**Run 1: signal wires on met1**

The bar under the picture is 50 um long. Supply wires on this layer in gray.
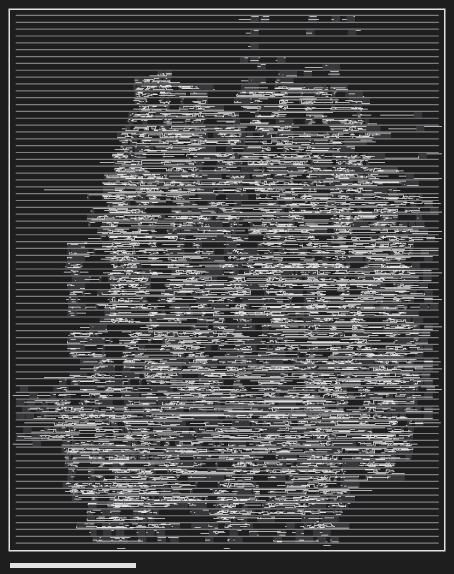
**Run 1: a small window of the routed layout**

The bar under the picture is 10 um long. Region (66, 44) to (106, 84) um. Cells in gray, sequential cells in the stronger gray; small squares are vias.
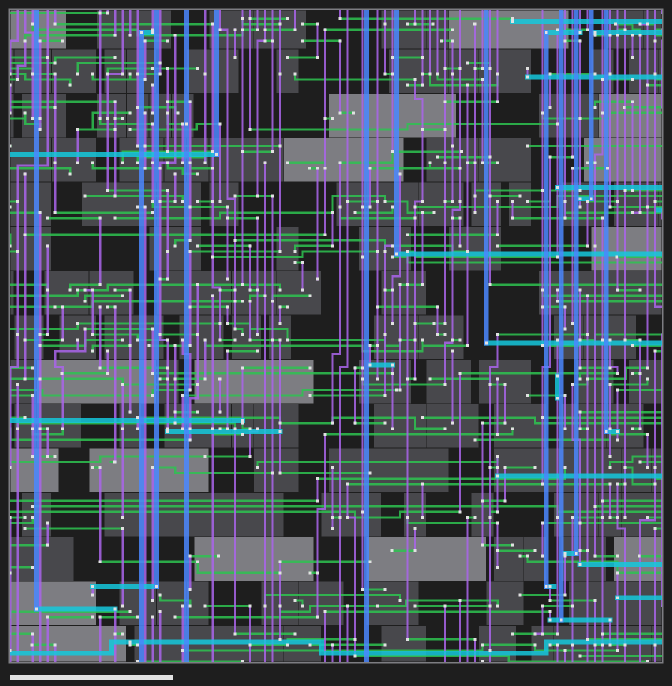
**Run 1: track usage over the die**

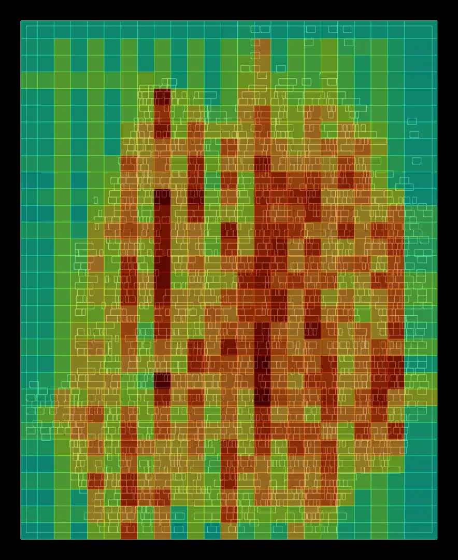
==> config.mk <==
export PLATFORM = sky130hd
export DESIGN_NAME = ibex_div_responder
export DESIGN_NICKNAME = d
export VERILOG_FILES = /design/src/rtl/ibex_div_responder.sv
export SDC_FILE = /design/constraint.sdc
export NUM_CORES = 1
export LEC_CHECK = 0
export CAP_MARGIN = 20
export CORE_ASPECT_RATIO = 1.25
export CORE_MARGIN = 2
export CORE_UTILIZATION = 35
export DETAILED_ROUTE_END_ITERATION = 10
export PLACE_DENSITY = 0.66
export SLEW_MARGIN = 10
export SYNTH_ARGS = -nofsm -noshare
export SYNTH_HDL_FRONTEND = slang
export SYNTH_SLANG_ARGS = --single-unit
==> constraint.sdc <==
create_clock -name clk_i -period 3.4 [get_ports clk_i]
set_clock_uncertainty 0.2 [all_clocks]
set_input_delay 0.85 -clock clk_i [delete_from_list [all_inputs] [get_ports clk_i]]
set_output_delay 0.85 -clock clk_i [all_outputs]
set_load 0.02 [all_outputs]
==> flow_metrics.rpt <==
RUN METRICS
----------------------------------------------------
[Run status]
  Result of the run ........................ complete, no violations

[Cells and area]
  Most frequent logic cell in the layout ........................ sky130_fd_sc_hd__nor2_1
  Count of placed standard cells in the final layout, fillers left out ........................ 2,374
  Post-route cell area ........................ 0.01572 mm^2
  P&R area growth vs syn ........................ 26.90%
  Top Layout Cells ........................ 229 x sky130_fd_sc_hd__nor2_1, 193 x sky130_fd_sc_hd__nand2_1, 178 x sky130_fd_sc_hd__buf_4, 170 x sky130_fd_sc_hd__dfxtp_1, 131 x sky130_fd_sc_hd__a21oi_1
  Layout Nets ........................ 2,001
  Number of filler cells placed in the layout ........................ 3,533
  Share of post-route cells with drive strength above 1 ........................ 14.16%
  Number of antenna cells inserted ........................ 0

[Timing]
  Tmin final ........................ 3331 ps
  Slew headroom ........................ 39.99%
  Share of the clock period used by the worst path after layout ........................ 97.97%
  Hold violation total from the final report ........................ 0
  Worst Setup Slack, final ........................ 69.08 ps
  Worst-Margin Slew ........................ 896.9 ps

[Hold path]
  Worst min-delay path category ........................ flip-flop to flip-flop
  Worst hold path cell count ........................ 2

[Setup path]
  Startpoint-to-endpoint class of the critical path ........................ primary input to flip-flop
  Kind of cell with the highest combined delay on the critical path ........................ simple AND/OR/NAND/NOR gates
  Crit path DAT ........................ 3470 ps
  CP max stage cell ........................ sky130_fd_sc_hd__or4b_4
  Maximum single-stage delay on the critical path ........................ 500 ps
  Critical-path cell list ........................ clkdlybuf4s50_1 -> inv_1 -> ha_1 -> or4b_4 -> nor4_4 -> nand4_1 -> buf_4 -> nand2b_1 -> buf_12 -> o21ai_1 -> a21oi_1 -> a211oi_1
  Sort of element at the end of the critical path ........................ flip-flop
  Reg2reg path depth ........................ 10
  Crit path buf inv count ........................ 4
  Required time at the endpoint of the critical path ........................ 3540 ps
  Path length in cells of the critical path ........................ 12

[Floorplanning]
  Effective utilization at floorplan ........................ 35.22%
  Die X-Extent ........................ 172.3 um
  Std cell rows ........................ 77
  Chip height ........................ 214.3 um

[Synth]
  Async set-reset flop share out of synthesis ........................ 0%
  Ranking of synthesized cells by area ........................ sky130_fd_sc_hd__dfxtp_1 28%, sky130_fd_sc_hd__nor2_1 7.0%, sky130_fd_sc_hd__nand2_1 5.8%, sky130_fd_sc_hd__xnor2_1 5.8%, sky130_fd_sc_hd__a21oi_1 5.4%
  Post-synth top area cell ........................ sky130_fd_sc_hd__dfxtp_1
  Mean area per synthesized cell ........................ 7.277 um^2
  Post-synthesis sequential area ratio ........................ 27.80%
  Floorplan Nets ........................ 1,815
  Yosys Instances ........................ 1,702
  Commonest flop ........................ sky130_fd_sc_hd__dfxtp_1
  Top-area cell share ........................ 27.80%
  EDFF count, synth ........................ 0
  Number of warning messages in the yosys log ........................ 0

[Placement]
  Final Wtd Congestion ........................ 0.9436
  Port bufs ........................ 106
  Placed Instances ........................ 2,342
  Post-Place Cell Area ........................ 0.01507 mm^2

[Route]
  Initial DRT Pass Iterations ........................ 6
  DR vias/cell ........................ 5.648
  Avg WL per Cell ........................ 18.52 um
  Drc violations ........................ 0

[Global routing]
  Global-route wire length before repair ........................ 69,790 um
  GRT Resource Usage Total ........................ 23.92%
  Antenna violations before repair ........................ 0
  Number of global-route vias before repair ........................ 12,810
  Pin count of the biggest net entering global routing ........................ 56
  Remaining global-route overflow ........................ 0

[Pwr]
  Combinational fraction of design power ........................ 26.2%
  Sw frac ........................ 32.90%
  Leakage power of the design ........................ 5.989 nW
  Cell internal pwr ........................ 3.729 mW
  Sequential group share of total power ........................ 39.3%
  Total net switching power ........................ 1.828 mW
  Worst IR Drop VDD ........................ 0.3798 mV
  Final Power ........................ 5.557 mW

[Clock tree]
  Library cell used as clock root buffer ........................ sky130_fd_sc_hd__clkbuf_16
  Clock buffer count from CTS ........................ 17
  TritonCTS clock tree ........................ yes
  Clock network latency to the later pin of the worst-skew pair ........................ 440 ps

[Job]
  MaxCap Viol Count ........................ 0
  Tool warnings ........................ 27

----------------------------------------------------
About 'signal wires on met1':
nets with wire on the layer: 1,866
share of all routed wire: 41%
wire length on this layer: 18,100 um
longest straight run: 41.4 um
met1 Track Usage GR: 29.63%
total number of vias: 13,410
total routed wirelength: 43,970 um

About 'a small window of the routed layout':
legend:
  blue:
    layer: metal 4
  green:
    layer: metal 1
  cyan:
    layer: metal 3
  purple:
    layer: metal 2
cells with their middle in the window: 125
most frequent: buf_4 (15), nand2_1 (14), dfxtp_1 (12)
sequential cells in the window: 13

About 'track usage over the die':
Final Util: 44.70%
most used routing layer in global routing: met2

-- run 1: logic make-up (layout without fill, tap and decap cells) --
family / Yosys count / after routing / synth area share (%)
multiplexers: 5 / 5 / 0.4041
flip-flops: 172 / 172 / 27.80
AND/OR/NAND/NOR: 627 / 627 / 23.49
adder cells (fa/ha/maj): 40 / 40 / 4.101
AND-OR/OR-AND: 533 / 533 / 28.37
XOR/XNOR: 143 / 143 / 10.11
buffers and inverters: 182 / 380 / 5.728
-- run 1: synthesized netlist by cell type, types with 13 or more instances --
cell type / instances
sky130_fd_sc_hd__o31ai_1: 25
sky130_fd_sc_hd__a311oi_1: 15
sky130_fd_sc_hd__nor4_1: 13
sky130_fd_sc_hd__nor3_1: 50
sky130_fd_sc_hd__nor2_1: 232
sky130_fd_sc_hd__a21oi_1: 133
sky130_fd_sc_hd__inv_1: 57
sky130_fd_sc_hd__nand3_1: 22
sky130_fd_sc_hd__buf_2: 15
sky130_fd_sc_hd__o21ai_1: 28
sky130_fd_sc_hd__a211oi_1: 74
sky130_fd_sc_hd__xnor2_1: 82
sky130_fd_sc_hd__or4_1: 15
sky130_fd_sc_hd__ha_1: 39
sky130_fd_sc_hd__xor2_1: 61
sky130_fd_sc_hd__or3_1: 17
sky130_fd_sc_hd__a31oi_1: 21
sky130_fd_sc_hd__clkbuf_1: 104
sky130_fd_sc_hd__a21o_1: 16
sky130_fd_sc_hd__nand2_1: 193
sky130_fd_sc_hd__o21ai_0: 84
sky130_fd_sc_hd__dfxtp_1: 172
sky130_fd_sc_hd__nand4_1: 24
sky130_fd_sc_hd__o41ai_1: 18
sky130_fd_sc_hd__o211ai_1: 54
-- run 1: routing by layer --
metal	vias to the layer above	GRT usage, %	share of wire [%]
met3	90	2.861	4.8
li1	6523	-	-
met1	6354	29.63	41
met2	441	40.40	49
met5	-	0	0
met4	0	12.32	5.3
-- run 1: final cells by class --
class                   instances  area [um^2]  area share, %
multi-input cells            1348         8342          53.07
clock buffers                  18        439.2          2.794
flip-flops and latches        172         3446          21.92
inverters                      57        214.0          1.361
clock inverters                13        116.4         0.7403
well taps                     474        593.1          3.773
repair buffers                292         2567          16.33
-- run 1: what timing repair did --
action	4_1_cts	5_1_grt
gates resized	3	19
pin swaps	0	6
endpoints found under the setup margin	16	48
setup buffers	0	1
-- run 1: worst reg2reg max path, cell delays in order, from the launching register on --
cell and delay [ps]:
sky130_fd_sc_hd__dfxtp_1 320, sky130_fd_sc_hd__or4_4 560, sky130_fd_sc_hd__or4_4 470, sky130_fd_sc_hd__or4_4 440, sky130_fd_sc_hd__o31ai_2 210, sky130_fd_sc_hd__xor2_1 100
sky130_fd_sc_hd__buf_4 160, sky130_fd_sc_hd__a211oi_2 260, sky130_fd_sc_hd__buf_4 150, sky130_fd_sc_hd__a211oi_2 30, sky130_fd_sc_hd__a2111oi_2 270
-- run 1: power groups by stage --
stage	combinational, mW	clock (mW)	sequential (mW)
6_report	1.46	1.91	2.19
2_1_floorplan	0.856	0	2.20
4_1_cts	1.44	1.93	2.18
3_5_place_dp	1.43	0	2.23
5_1_grt	1.59	2.02	2.19
3_3_place_gp	1.42	0	2.23
Power is estimated from default activity; no workload was simulated.
